==> run_1/clock_nets.png <==
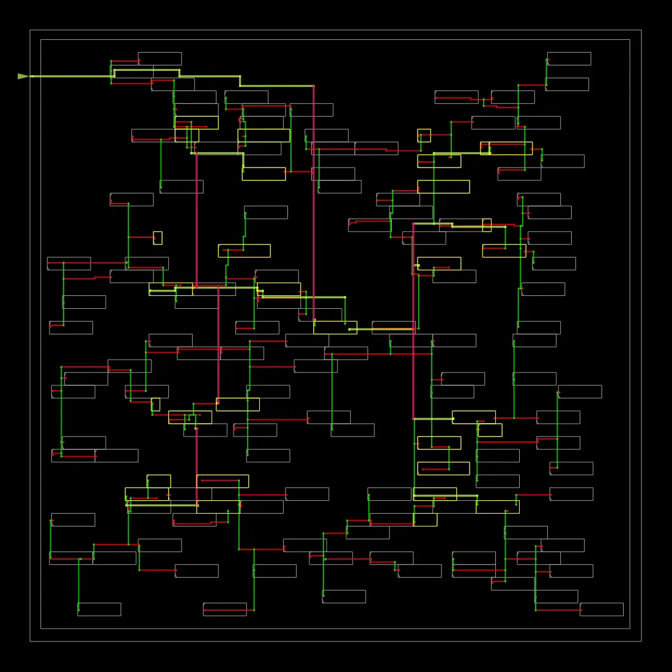
==> run_1/sizing.png <==
The bar under the picture is 50 um long.
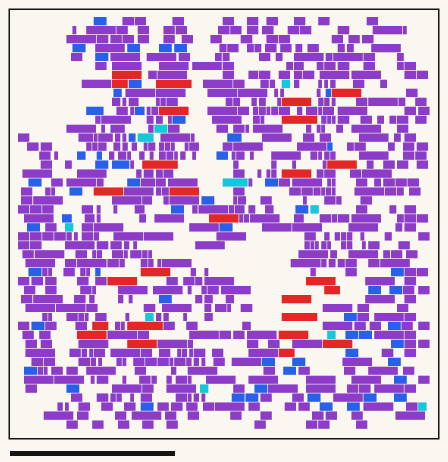
==> run_1/clock_wires.png <==
The bar under the picture is 50 um long.
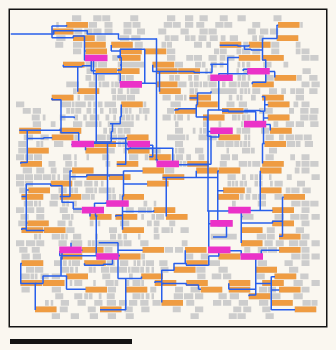
**config.mk**
```make
export PLATFORM = sky130hd
export DESIGN_NAME = lsu_mem_ctrl
export DESIGN_NICKNAME = d
export VERILOG_FILES = /design/src/rtl/lsu_pkg.sv /design/src/rtl/lsu_load_align.sv /design/src/rtl/lsu_mem_ctrl.sv
export SDC_FILE = /design/constraint.sdc
export NUM_CORES = 1
export LEC_CHECK = 0
export ABC_CLOCK_PERIOD_IN_PS = 5100
export CAP_MARGIN = 20
export CORE_MARGIN = 2
export CORE_UTILIZATION = 37
export CTS_CLUSTER_SIZE = 14
export DETAILED_ROUTE_END_ITERATION = 8
export PLACE_DENSITY_LB_ADDON = 0.1
export SLEW_MARGIN = 15
export SYNTH_ARGS = -nofsm -noshare
export SYNTH_HDL_FRONTEND = slang
export SYNTH_SLANG_ARGS = --single-unit
```
**constraint.sdc**
```tcl
create_clock -name clk -period 5.1 [get_ports clk]
set_input_delay 1.02 -clock clk [delete_from_list [all_inputs] [get_ports clk]]
set_output_delay 1.02 -clock clk [all_outputs]
set_load 0.01 [all_outputs]
```
**src/rtl/lsu_pkg.sv**
```systemverilog
// rtl/lsu_pkg.sv - shared types, func3 encodings and request legality check for the LSU
package lsu_pkg;

    localparam logic [2:0] F3_LB  = 3'b000;
    localparam logic [2:0] F3_LH  = 3'b001;
    localparam logic [2:0] F3_LW  = 3'b010;
    localparam logic [2:0] F3_LBU = 3'b100;
    localparam logic [2:0] F3_LHU = 3'b101;
    localparam logic [2:0] F3_SB  = 3'b000;
    localparam logic [2:0] F3_SH  = 3'b001;
    localparam logic [2:0] F3_SW  = 3'b010;

    localparam logic [3:0] BE_WORD    = 4'b1111;
    localparam logic [3:0] BE_HALF_LO = 4'b0011;
    localparam logic [3:0] BE_HALF_HI = 4'b1100;

    typedef enum logic [1:0] {IDLE, REQ, WAIT, RESP} state_t;

    // Illegal encodings and misaligned halves/words never reach memory.
    function automatic logic req_is_err(input logic we, input logic [2:0] f3, input logic [1:0] a);
        logic illegal;
        logic misaligned;
        illegal    = we ? (f3[2] || f3[1:0] == 2'b11) : (f3[1:0] == 2'b11 || f3 == 3'b110);
        misaligned = (f3[1:0] == 2'b01 && a[0]) || (f3[1:0] == 2'b10 && a != 2'b00);
        return illegal || misaligned;
    endfunction

endpackage

```
**src/rtl/lsu_load_align.sv**
```systemverilog
// rtl/lsu_load_align.sv - selects the addressed byte/half of a read word and extends it
module lsu_load_align
    import lsu_pkg::*;
(
    input  logic [2:0]  func3_i,
    input  logic [1:0]  addr_lo_i,
    input  logic [31:0] rdata_i,
    output logic [31:0] data_o
);

    logic [7:0]  byte_sel;
    logic [15:0] half_sel;

    always_comb begin
        case (addr_lo_i)
            2'd0:    byte_sel = rdata_i[7:0];
            2'd1:    byte_sel = rdata_i[15:8];
            2'd2:    byte_sel = rdata_i[23:16];
            default: byte_sel = rdata_i[31:24];
        endcase
        half_sel = addr_lo_i[1] ? rdata_i[31:16] : rdata_i[15:0];

        case (func3_i)
            F3_LB:   data_o = {{24{byte_sel[7]}}, byte_sel};
            F3_LBU:  data_o = {24'h0, byte_sel};
            F3_LH:   data_o = {{16{half_sel[15]}}, half_sel};
            F3_LHU:  data_o = {16'h0, half_sel};
            default: data_o = rdata_i;
        endcase
    end

endmodule

```
**src/rtl/lsu_mem_ctrl.sv**
```systemverilog
// rtl/lsu_mem_ctrl.sv - single-outstanding load/store engine with req/gnt/rvalid memory port
module lsu_mem_ctrl
    import lsu_pkg::*;
#(
    parameter int MAX_WAIT = 16,
    parameter int ADDR_W   = 32
) (
    input  logic              clk,
    input  logic              rst_n,
    input  logic              req_valid,
    input  logic              req_we,
    input  logic [2:0]        req_func3,
    input  logic [ADDR_W-1:0] req_addr,
    input  logic [31:0]       req_wdata,
    output logic              req_ready,
    output logic              stall,
    output logic              rsp_valid,
    output logic [31:0]       rsp_rdata,
    output logic              rsp_err,
    output logic              mem_req,
    output logic              mem_we,
    output logic [ADDR_W-1:0] mem_addr,
    output logic [3:0]        mem_be,
    output logic [31:0]       mem_wdata,
    input  logic              mem_gnt,
    input  logic              mem_rvalid,
    input  logic [31:0]       mem_rdata
);

    localparam logic [7:0] CNT_LAST = 8'(MAX_WAIT - 1);

    state_t            state_q, state_d;
    logic [7:0]        cnt_q, cnt_d;
    logic              we_q, we_d;
    logic [2:0]        func3_q, func3_d;
    logic [ADDR_W-1:0] addr_q, addr_d;
    logic [3:0]        be_q, be_d;
    logic [31:0]       wdata_q, wdata_d;
    logic [31:0]       rdata_q, rdata_d;
    logic              err_q, err_d;
    logic [31:0]       load_data;

    lsu_load_align u_align (
        .func3_i   (func3_q),
        .addr_lo_i (addr_q[1:0]),
        .rdata_i   (mem_rdata),
        .data_o    (load_data)
    );

    always_comb begin
        state_d = state_q;
        cnt_d   = cnt_q;
        we_d    = we_q;
        func3_d = func3_q;
        addr_d  = addr_q;
        be_d    = be_q;
        wdata_d = wdata_q;
        rdata_d = rdata_q;
        err_d   = err_q;
        case (state_q)
            IDLE: begin
                if (req_valid) begin
                    we_d    = req_we;
                    func3_d = req_func3;
                    addr_d  = req_addr;
                    rdata_d = 32'h0;
                    cnt_d   = 8'h0;
                    be_d    = BE_WORD;
                    wdata_d = req_wdata;
                    if (req_we) begin
                        case (req_func3[1:0])
                            2'b00: begin
                                be_d    = 4'b0001 << req_addr[1:0];
                                wdata_d = {4{req_wdata[7:0]}};
                            end
                            2'b01: begin
                                be_d    = req_addr[1] ? BE_HALF_HI : BE_HALF_LO;
                                wdata_d = {2{req_wdata[15:0]}};
                            end
                            default: ;
                        endcase
                    end
                    err_d   = req_is_err(req_we, req_func3, req_addr[1:0]);
                    state_d = err_d ? RESP : REQ;
                end
            end
            REQ: begin
                if (mem_gnt) begin
                    cnt_d   = 8'h0;
                    state_d = we_q ? RESP : WAIT;
                end else if (cnt_q == CNT_LAST) begin
                    err_d   = 1'b1;
                    state_d = RESP;
                end else begin
                    cnt_d = cnt_q + 8'd1;
                end
            end
            WAIT: begin
                if (mem_rvalid) begin
                    rdata_d = load_data;
                    state_d = RESP;
                end else if (cnt_q == CNT_LAST) begin
                    err_d   = 1'b1;
                    state_d = RESP;
                end else begin
                    cnt_d = cnt_q + 8'd1;
                end
            end
            RESP: state_d = IDLE;
        endcase
    end

    always_ff @(posedge clk or negedge rst_n) begin
        if (!rst_n) begin
            state_q <= IDLE;
            cnt_q   <= 8'h0;
            we_q    <= 1'b0;
            func3_q <= 3'h0;
            addr_q  <= '0;
            be_q    <= 4'h0;
            wdata_q <= 32'h0;
            rdata_q <= 32'h0;
            err_q   <= 1'b0;
        end else begin
            state_q <= state_d;
            cnt_q   <= cnt_d;
            we_q    <= we_d;
            func3_q <= func3_d;
            addr_q  <= addr_d;
            be_q    <= be_d;
            wdata_q <= wdata_d;
            rdata_q <= rdata_d;
            err_q   <= err_d;
        end
    end

    // Response fields are only meaningful in the single RESP cycle.
    assign req_ready = (state_q == IDLE);
    assign rsp_valid = (state_q == RESP);
    assign rsp_rdata = rsp_valid ? rdata_q : 32'h0;
    assign rsp_err   = rsp_valid & err_q;
    assign stall     = req_valid & ~rsp_valid;
    assign mem_req   = (state_q == REQ);
    assign mem_we    = mem_req & we_q;
    assign mem_addr  = {addr_q[ADDR_W-1:2], 2'b00};
    assign mem_be    = be_q;
    assign mem_wdata = wdata_q;

endmodule

```
==> flow_metrics.tcl, run 1 <==
# place-and-route summary
set metrics [dict create \
    use_met3 0.0554 \
    clkbuf_count 21 \
    wl_met2_um 7500 \
    synth_seq_share 0.491 \
    rr_endpoint "rdata_q[16]" \
    timing.final.crit_period_ps 3390 \
    rrSetupSlack_ps 2610 \
    cp_max_fo 7 \
    ys_warn_count 0 \
    cpMostUsedCell "clkdlybuf4s50_1" \
    crit_cells 3 \
    reg2reg_from "func3_q[1]" \
    drive_above_1_share 0.129 \
    dp_hpwl_um 11500 \
    netSwitchingFraction 0.330 \
    hp-start "rdata_q[6]" \
    final-max-slew-violation-count 0 \
    synth-async-reset-ratio 1.00 \
    combinationalPower_mw 2.05 \
    num_io_pins 211 \
    yosys_area_sq_um 5860 \
    busiest_layer "met2" \
    grt_pass1_vias 4751 \
    power_frac_comb 0.417 \
    path_buffers 2 \
    route.met3.wl_um 1100 \
    top_area_frac 0.491 \
    route.detailed.drc 0 \
    top_power_group "combinational logic" \
    flop_cell "dfrtp_1" \
    powerClk_mw 1.32 \
    status "finished clean" \
    worstHoldPathType "flop to flop" \
    ys_sh_xor 0 \
    inv_count 8 \
    warning_count 29 \
    route.layer.met1.wl_um 7070 \
    area_dominant_class "registers" \
    ys_sh_adder 0.0107 \
    grt_pass1_wl_um 24700 \
    ctsResizeCount 0 \
    critPathCaptureType "output pin" \
    grt-ovfl-total 0 \
    clkPwrFrac 0.268 \
    grt_use_total 0.189 \
    seq_power_share 0.315 \
    worstSetupPathType "input pin to output pin" \
    tns_ps 0 \
    crit_family "buffers and inverters" \
    nWellTaps 216 \
    crit_required_ps 4080 \
    crit_end "stall" \
    root_buffer "clkbuf_16" \
]
Notes on clock_nets.png above:
clock skew: 6.68 ps
cts bufs inserted: 17
Late-Pin Clk Latency: 410 ps

Notes on sizing.png above:
[red] x6 and larger | cells: 26 | share: 3.5% | most used: clkbuf_16
[cyan] x3 and x4 | cells: 10 | share: 1.4% | most used: buf_4
[purple] x1 and smaller | cells: 642 | share: 87% | most used: clkdlybuf4s50_1
[blue] x2 | cells: 59 | share: 8.0% | most used: mux2_2

Notes on clock_wires.png above:
[orange] flip-flops | count: 115
[blue] clock wires | length: 1630 um
[magenta] clock-net drivers | count: 17
flops lie: all over the die
routed clock nets: 18

==> run 1 -> run 2 <==
- ABC_CLOCK_PERIOD_IN_PS: 5100 -> 3400
- clock period: 5.1 -> 3.4 ns (I/O delays scaled with it)
==> run_2/ff_map.png <==
The bar under the picture is 50 um long. Other sequential cells in the stronger grey, the rest of the logic in the fainter grey.
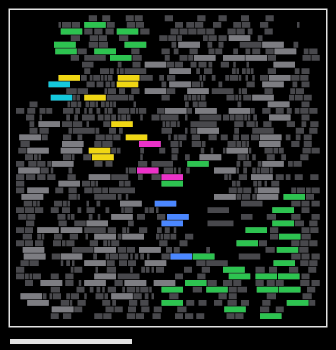
[green] `addr_q` | placed flops: 32 | where: all over the die
[blue] `mem_be` | placed flops: 4
[magenta] `func3_q` | placed flops: 3
[cyan] `state_q` | placed flops: 2
[yellow] `cnt_q` | placed flops: 8
not coloured: 66

==> run_2/sizing.png <==
The bar under the picture is 50 um long.
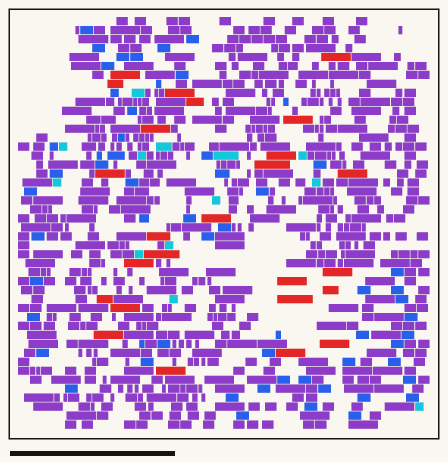
[purple] x1 and smaller | cells: 645 | share: 87% | most used: clkdlybuf4s50_1
[red] x6 and larger | cells: 25 | share: 3.4% | most used: clkbuf_16
[cyan] x3 and x4 | cells: 13 | share: 1.8% | most used: buf_4
[blue] x2 | cells: 59 | share: 8.0% | most used: mux2_2

==> run 2 against run 1 <==
  * Area after synthesis is the same
  * Clock power increased by 39%
  * Flip-flop count is the same
  * Combinational power grew 54%
  * Worst hold slack worse by 190 ps
  * Design area about the same
  * Total power increased by 48%
  * Critical path type unchanged
  * Largest cell class unchanged
==> flow_metrics.tcl, run 2 <==
# place-and-route summary
set metrics [dict create \
    status "finished clean" \
    reg2reg_from "state_q[0]" \
    final-max-slew-violation-count 0 \
    warning_count 29 \
    clkPwrFrac 0.252 \
    route.layer.met1.wl_um 6930 \
    timing.final.crit_period_ps 2710 \
    route.detailed.drc 0 \
    clk_latency_ps 420 \
    clkbuf_count 22 \
    worstSetupPathType "input pin to output pin" \
    crit_required_ps 2720 \
    top_area_frac 0.491 \
    rrSetupSlack_ps 1020 \
    dp_hpwl_um 11400 \
    cp_max_fo 7 \
    critPathCaptureType "output pin" \
    busiest_layer "met2" \
    worstHoldPathType "input pin to async pin" \
    powerClk_mw 1.83 \
    ys_sh_xor 0 \
    ctsResizeCount 0 \
    combinationalPower_mw 3.15 \
    yosys_area_sq_um 5860 \
    seq_share 0.337 \
    seq_power_share 0.314 \
    area_dominant_class "registers" \
    ys_sh_adder 0.0107 \
    netSwitchingFraction 0.340 \
    grt_use_total 0.192 \
    wl_met2_um 7400 \
    crit_cells 3 \
    path_buffers 2 \
    rr_endpoint "rdata_q[20]" \
    cap_violations 0 \
    crit_family "buffers and inverters" \
    cpMostUsedCell "clkdlybuf4s50_1" \
    root_buffer "clkbuf_16" \
    finalClockSkew_ps 9.89 \
    use_met3 0.0631 \
    top_power_group "combinational logic" \
    route.met3.wl_um 1310 \
    grt_pass1_wl_um 24900 \
    grt_pass1_vias 4845 \
    synth_seq_share 0.491 \
    tns_ps 0 \
    ys_warn_count 0 \
    num_io_pins 211 \
    cts_buffers 17 \
]
Power figures rest on the tool's default switching activity, not on a simulated workload.
